<file path="src/rtl/uart_tx_mmio.sv">
`default_nettype none
// ============================================================================
//  Module   : uart_tx_mmio
//  Purpose  : Memory-mapped UART transmitter. CPU stores fill a TX FIFO and
//             bytes leave as serial frames; STATUS reads allow polling.
//  Options  : UART_TX_PARITY_EN adds an even-parity bit (8E1 framing).
//  Revision : 1.0  initial release
// ============================================================================
module uart_tx_mmio #(
  parameter int          CLK_HZ     = 12000000,
  parameter int          BAUD       = 115200,
  parameter int          FIFO_DEPTH = 8,
  parameter logic [31:0] BASE_ADDR  = 32'hFFFF_FFE0
) (
  input  logic        clk,
  input  logic        reset,
  input  logic        dmem_wren,
  input  logic [31:0] dmem_address,
  input  logic [31:0] dmem_data_in,
  input  logic [2:0]  funct3,
  output logic [31:0] dmem_data_out,
  output logic        tx,
  output logic        tx_busy
);

  localparam int c_DIV   = CLK_HZ / BAUD;
  localparam int c_CNT_W = (c_DIV > 1) ? $clog2(c_DIV) : 1;
  localparam int c_AW    = $clog2(FIFO_DEPTH);

  typedef enum logic [2:0] {
    S_IDLE   = 3'd0,
    S_START  = 3'd1,
    S_DATA   = 3'd2,
    S_PARITY = 3'd3,
    S_STOP   = 3'd4
  } state_t;

  state_t             r_state;
  logic [c_CNT_W-1:0] r_baud_cnt;
  logic [2:0]         r_bit_idx;
  logic [7:0]         r_shift;
  logic               r_parity;
  logic               r_tx;
  logic               r_ovf;
  logic [31:0]        r_rdata;
  logic [7:0]         r_mem [FIFO_DEPTH];
  logic [c_AW:0]      r_wr_ptr;
  logic [c_AW:0]      r_rd_ptr;

  logic        w_hit;
  logic        w_wr_txdata;
  logic        w_wr_status;
  logic        w_full;
  logic        w_empty;
  logic [c_AW:0] w_count;
  logic        w_push;
  logic        w_pop;
  logic        w_busy;
  logic        w_baud_done;
  logic [7:0]  w_head;
  logic [31:0] w_status;
  logic        w_unused;

  // ------------------------------------------------------------------------
  // Bus decode
  // ------------------------------------------------------------------------
  assign w_hit       = (dmem_address[31:3] == BASE_ADDR[31:3]);
  assign w_wr_txdata = dmem_wren & w_hit & ~dmem_address[2];
  assign w_wr_status = dmem_wren & w_hit &  dmem_address[2];

  // ------------------------------------------------------------------------
  // FIFO: extra pointer MSB distinguishes full from empty
  // ------------------------------------------------------------------------
  assign w_empty = (r_wr_ptr == r_rd_ptr);
  assign w_full  = (r_wr_ptr[c_AW] != r_rd_ptr[c_AW]) &&
                   (r_wr_ptr[c_AW-1:0] == r_rd_ptr[c_AW-1:0]);
  assign w_count = r_wr_ptr - r_rd_ptr;
  assign w_push  = w_wr_txdata & ~w_full;
  assign w_pop   = (r_state == S_IDLE) & ~w_empty;
  assign w_head  = r_mem[r_rd_ptr[c_AW-1:0]];

  always_ff @(posedge clk) begin
    if (w_push) begin
      r_mem[r_wr_ptr[c_AW-1:0]] <= dmem_data_in[7:0];
    end
  end

  always_ff @(posedge clk or negedge reset) begin
    if (!reset) begin
      r_wr_ptr <= '0;
      r_rd_ptr <= '0;
    end else begin
      if (w_push) r_wr_ptr <= r_wr_ptr + (c_AW+1)'(1);
      if (w_pop)  r_rd_ptr <= r_rd_ptr + (c_AW+1)'(1);
    end
  end

  // Sticky overflow: set by a dropped store, cleared by STATUS write bit 3
  always_ff @(posedge clk or negedge reset) begin
    if (!reset) begin
      r_ovf <= 1'b0;
    end else if (w_wr_txdata && w_full) begin
      r_ovf <= 1'b1;
    end else if (w_wr_status && dmem_data_in[3]) begin
      r_ovf <= 1'b0;
    end
  end

  // ------------------------------------------------------------------------
  // Read path
  // ------------------------------------------------------------------------
  assign w_busy   = (r_state != S_IDLE) | ~w_empty;
  assign w_status = {20'd0, 8'(w_count), r_ovf, w_empty, w_full, w_busy};

  always_ff @(posedge clk or negedge reset) begin
    if (!reset) begin
      r_rdata <= 32'd0;
    end else begin
      r_rdata <= (w_hit && dmem_address[2]) ? w_status : 32'd0;
    end
  end

  // ------------------------------------------------------------------------
  // Transmit FSM
  // ------------------------------------------------------------------------
  assign w_baud_done = (r_baud_cnt == c_CNT_W'(c_DIV - 1));

  always_ff @(posedge clk or negedge reset) begin
    if (!reset) begin
      r_state    <= S_IDLE;
      r_baud_cnt <= '0;
      r_bit_idx  <= 3'd0;
      r_shift    <= 8'd0;
      r_parity   <= 1'b0;
      r_tx       <= 1'b1;
    end else begin
      case (r_state)
        S_IDLE: begin
          r_tx       <= 1'b1;
          r_baud_cnt <= '0;
          if (w_pop) begin
            r_shift   <= w_head;
            r_parity  <= ^w_head;
            r_bit_idx <= 3'd0;
            r_tx      <= 1'b0;
            r_state   <= S_START;
          end
        end
        S_START: begin
          if (w_baud_done) begin
            r_baud_cnt <= '0;
            r_tx       <= r_shift[0];
            r_state    <= S_DATA;
          end else begin
            r_baud_cnt <= r_baud_cnt + c_CNT_W'(1);
          end
        end
        S_DATA: begin
          if (w_baud_done) begin
            r_baud_cnt <= '0;
            if (r_bit_idx == 3'd7) begin
`ifdef UART_TX_PARITY_EN
              r_tx    <= r_parity;
              r_state <= S_PARITY;
`else
              r_tx    <= 1'b1;
              r_state <= S_STOP;
`endif
            end else begin
              // Next bit is presented from the pre-shift value's bit 1
              r_shift   <= {1'b0, r_shift[7:1]};
              r_tx      <= r_shift[1];
              r_bit_idx <= r_bit_idx + 3'd1;
            end
          end else begin
            r_baud_cnt <= r_baud_cnt + c_CNT_W'(1);
          end
        end
`ifdef UART_TX_PARITY_EN
        S_PARITY: begin
          if (w_baud_done) begin
            r_baud_cnt <= '0;
            r_tx       <= 1'b1;
            r_state    <= S_STOP;
          end else begin
            r_baud_cnt <= r_baud_cnt + c_CNT_W'(1);
          end
        end
`endif
        S_STOP: begin
          if (w_baud_done) begin
            r_baud_cnt <= '0;
            r_tx       <= 1'b1;
            r_state    <= S_IDLE;
          end else begin
            r_baud_cnt <= r_baud_cnt + c_CNT_W'(1);
          end
        end
        default: begin
          r_baud_cnt <= '0;
          r_tx       <= 1'b1;
          r_state    <= S_IDLE;
        end
      endcase
    end
  end

  assign tx            = r_tx;
  assign tx_busy       = w_busy;
  assign dmem_data_out = r_rdata;

  assign w_unused = ^{funct3, dmem_data_in[31:8], dmem_address[1:0], r_parity};

endmodule
`default_nettype wire

</file>
<file path="config.mk">
export PLATFORM = sky130hd
export DESIGN_NAME = uart_tx_mmio
export DESIGN_NICKNAME = d
export VERILOG_FILES = /design/src/rtl/uart_tx_mmio.sv
export SDC_FILE = /design/constraint.sdc
export NUM_CORES = 1
export LEC_CHECK = 0
export ABC_AREA = 0
export CAP_MARGIN = 5
export CORE_MARGIN = 5
export CORE_UTILIZATION = 50
export DETAILED_ROUTE_END_ITERATION = 7
export HOLD_SLACK_MARGIN = 0.05
export PLACE_DENSITY_LB_ADDON = 0.12
export SKIP_CTS_REPAIR_TIMING = 1
export SLEW_MARGIN = 20
export SYNTH_ARGS = -nofsm -noshare
export SYNTH_HDL_FRONTEND = slang
export SYNTH_SLANG_ARGS = --single-unit
export TNS_END_PERCENT = 5
</file>
<file path="constraint.sdc">
create_clock -name clk -period 3.8 [get_ports clk]
set_input_delay 0.76 -clock clk [delete_from_list [all_inputs] [get_ports clk]]
set_output_delay 0.76 -clock clk [all_outputs]
set_load 0.02 [all_outputs]
</file>
**Sequential cells colored by netlist name**

Other sequential cells in the stronger gray, the rest of the logic in the fainter gray.
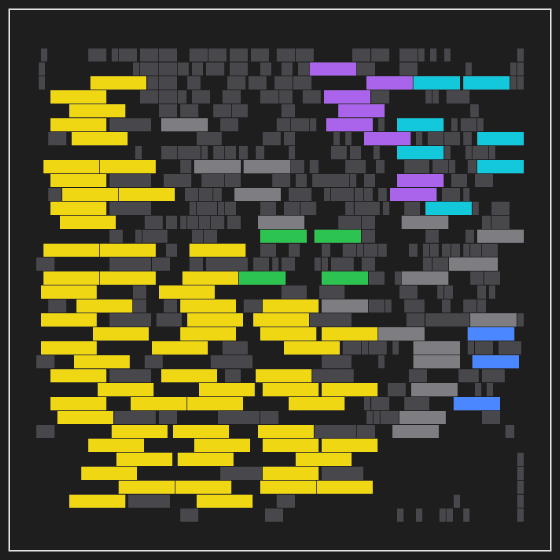
| color | name in the netlist | flops |
|---|---|---|
| blue | r_bit_idx | 3 |
| green | r_rd_ptr | 4 |
| purple | dmem_data_out | 8 |
| yellow | r_mem | 64 |
| cyan | r_baud_cnt | 7 |
not colored: 17

**Clock routing**

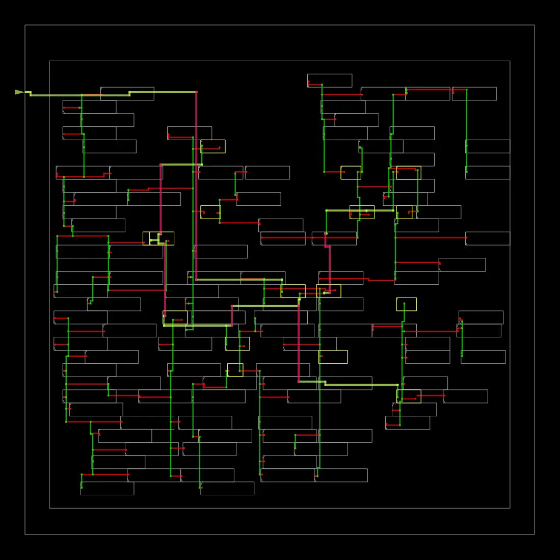
P_clk: 666 uW
number of buffers created by CTS: 9

**Placement by cell class**

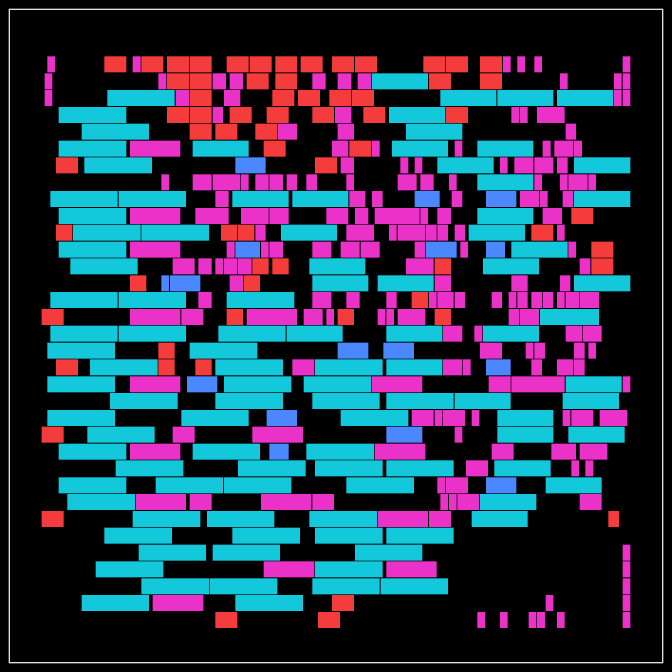
| color | class | cells | share of their area |
|---|---|---|---|
| red | remaining buffers and delay cells | 65 | 12% |
| cyan | sequential cells | 103 | 56% |
| blue | clock drivers and dummy loads | 16 | 3.8% |
| magenta | combinational and other logic | 194 | 29% |

**Gate-type map**

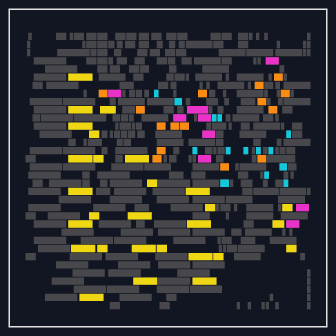
| color | family | cells | most used |
|---|---|---|---|
| orange | xor and xnor cells | 15 | xnor2_1 |
| magenta | fa/ha/maj cells | 9 | ha_1 |
| yellow | mux cells | 28 | mux4_2 |
| cyan | aoi and oai cells | 14 | a21oi_1 |

**Clock distribution**

Scale bar: 20 um.
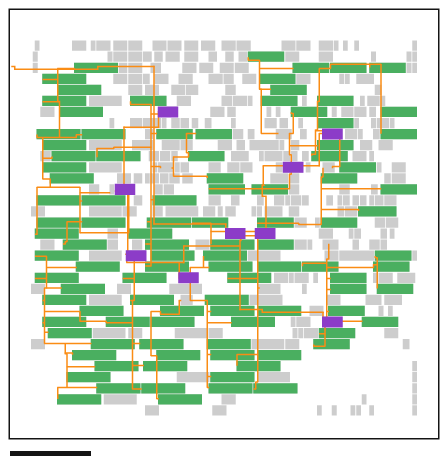
[green] flip-flops | count: 103
[purple] clock drivers | count: 9
[orange] clock wires | length: 1110 um
routed clock nets: 10
flops lie: widely spread

==> run notes <==
With the post-synthesis simple-gate area fraction at 9.331%, the total of buffers placed on input and output ports is 50. The run gives 1.937 mW as the post-route total power. Entering global routing, the biggest net connects 40 pins. The clock passes through at most 2 buffers. At the pin with the least slew margin, the transition time is 0.8651 ns. The number of enable-type register cells in the synthesized netlist came out at 64.

The logs give 104 for the I/O pin total and 5140 sq um for the total placed instance area. The worst-case setup margin in the final layout was 0.5176 ns. The post-synthesis instance total is 311, and the die outline area is 11100 sq um.

The final report gives the standard cell area, fillers excluded, as 5335 sq um. The synthesized netlist devotes 2.642% of its cell area to adder and majority cells. Per the OpenROAD floorplan log, the area of the core is 8806 sq um.

Of the total power, the clock network draws 34.4%. Of the total power, the share spent switching nets is 23.20%. Before any placement, the netlist area is recorded as 4546 sq um. Final hold analysis gives a worst-case slack of 0.4721 ns. Looking at the power breakdown, combinational cells take 4.2% of the total. Per the power-grid run, VDD falls by no more than 0.0002255 V. In the synthesized netlist the async set-or-reset flop fraction comes to 37.86%. For the number of endpoints with negative hold slack in the final report, the log shows 0.

The placed instance count came out at 470. With the summed standard-cell area reported by yosys at 4546 sq um, the row count is 34. The largest fanout on the critical path was 8; the total setup violations reported at the end of the flow was 0. With the average routed wire per standard cell at 16.84 um, the number of antenna violations at the first check in global routing is 0. The final timing report lists clock skew as 0.01519 ns. The worst setup slack after placement came out at 0.3042 ns. After synthesis, the cell types taking the most area are sky130_fd_sc_hd__edfxtp_1 42%, sky130_fd_sc_hd__dfrtp_1 21%, sky130_fd_sc_hd__mux4_2 7.9%, sky130_fd_sc_hd__buf_4 4.0%, sky130_fd_sc_hd__ha_1 2.2%. The share of synthesized area in the top cell type comes to 42.28%. STA puts the critical path data required time at 3.04 ns. The footprint of the multi-input gates was 1434 sq um; the layout-stage area growth over the synthesis result was 17.37%. STA classifies the critical path endpoint as a primary output.

The final timing summary puts the cycle share of the worst path at 86.38%. The tools report the headroom to the max-slew limit as 42.33%. The end-of-flow core utilization was 60.59%. The logs give 0 for the number of design rule violations left after detail routing and 51.62% for the share of the core filled by cells before placement. Internal power: 1.487 mW. The routed layout has 2565 vias. By area, the combinational part of the netlist is dominated by multiplexers. The power report attributes to the sequential group a share of 61.4%.

Global routing consumed, over all layers together, 15.45% of the routing resources. For the aggregate global routing overflow, the log shows 0. The time the worst path needs with I/O delays and setup was 3.282 ns.

Setup repair after global routing left no endpoint under its margin. The critical path arrival is 2.52 ns, and the area share of xor/xnor cells in the synthesized design is 2.890%. Total power normalized to cell area comes to 363.0 nW/um^2.

The run finished with clean final reports. The H-tree was split into 3 levels. With the highest attainable clock frequency at 304.7 MHz, the CTS clock-pin slew for the worst setup and hold paths is 0.11 ns.

The most common logic cell in the final layout is sky130_fd_sc_hd__edfxtp_1. Across the whole layout, storage elements account for 2899 sq um. The number of filler cells placed in the layout was 696; the share of final-layout standard cells stronger than drive strength 1 was 14.02%. Per the OpenROAD floorplan log, the height of the die is 105.3 um.

The type of the setup path with the least slack was flop to primary output. TritonCTS built the clock tree. The first global-routing pass estimated 13210 um of wire. Once synthesis finished, the tally of register bits stood at 103. The biggest area contributor in the post-synthesis netlist is sky130_fd_sc_hd__edfxtp_1. The AND-OR/OR-AND share of the synthesized area is 3.854%, and the mean number of vias per cell is 5.278. The post-DP HPWL is 5849 um. The run gives 0.37 ns for the worst-skew pair later-pin latency. Leaving out fill and tap cells, the most frequent cells in the layout are 64 x sky130_fd_sc_hd__edfxtp_1, 49 x sky130_fd_sc_hd__clkdlybuf4s50_1, 38 x sky130_fd_sc_hd__dfrtp_1.

For the number of max-slew violations in the final report, the log shows 0. The synthesized netlist contains 45 unique library cells. The worst setup path is launched from a flop.

Summing over the stages, the warning tally comes to 55.
critical path, cell delays in order (launching register included):
cell                              delay, ns
sky130_fd_sc_hd__dfrtp_1               0.51
sky130_fd_sc_hd__inv_1                 0.16
sky130_fd_sc_hd__ha_1                  0.33
sky130_fd_sc_hd__nand3_1               0.10
sky130_fd_sc_hd__nor3b_1               0.42
sky130_fd_sc_hd__inv_1                 0.08
sky130_fd_sc_hd__clkdlybuf4s50_1       0.55
synthesized netlist by cell type, drive strengths merged (6+ instances only):
cell type / count
a21oi: 6
a221o: 7
buf: 31
clkbuf: 6
dfrtp: 38
edfxtp: 64
ha: 8
inv: 17
mux2i: 10
mux4: 16
nand3: 7
nand4: 6
nor2: 24
nor3: 8
nor4: 10
xnor2: 10
final cells by class:
cell class | count | area share (%)
repair buffers | 65 | 11.40
inverters | 17 | 1.196
clock buffers | 9 | 2.322
multi-input cells | 177 | 26.88
flip-flops and latches | 103 | 54.34
well taps | 108 | 2.533
clock inverters | 7 | 1.337
registers in the layout (all words and copies together) (netlist names):
register	count
dmem_data_out	8
r_baud_cnt	7
r_bit_idx	3
r_mem	64
r_ovf	1
r_rd_ptr	4
r_shift	8
r_state	3
r_wr_ptr	4
tx	1
path summary, 6_finish.rpt:
kind                                     from                to  cells past startpoint
worst max-delay path              r_wr_ptr[0]           tx_busy                      6
worst min-delay path            r_baud_cnt[0]     r_baud_cnt[0]                      1
worst max register to register    r_wr_ptr[0]       r_mem[0][5]                      8
worst min register to register  r_baud_cnt[0]     r_baud_cnt[0]                      1
max in group asynchronous               reset  dmem_data_out[0]                      1
min in group asynchronous               reset        r_shift[0]                      1
per-layer routing:
metal | track usage [%] | vias up | share of wire (%)
met3 | 3.606 | 12 | 3.9
li1 | - | 1235 | -
met1 | 20.14 | 1267 | 44
met5 | 0 | - | 0
met2 | 25.68 | 51 | 51
met4 | 5.061 | 0 | 1.2
cells by family after synthesis:
logic type | after synthesis
DFF | 103
and+or+nand+nor | 77
buffers and inverters | 54
muxes | 28
AOI/OAI and AO/OA | 24
xor gates and xnor gates | 15
adders and majority gates | 9
other | 1
power groups by stage:
stage	clock [mW]	combinational, mW	sequential [mW]
floorplan	0	0.0429	1.21
global placement	0	0.0795	1.21
detailed placement	0	0.0812	1.21
CTS	0.691	0.0813	1.19
global route	0.741	0.0881	1.19
finish	0.666	0.0814	1.19
Power and IR drop assume default switching activity.
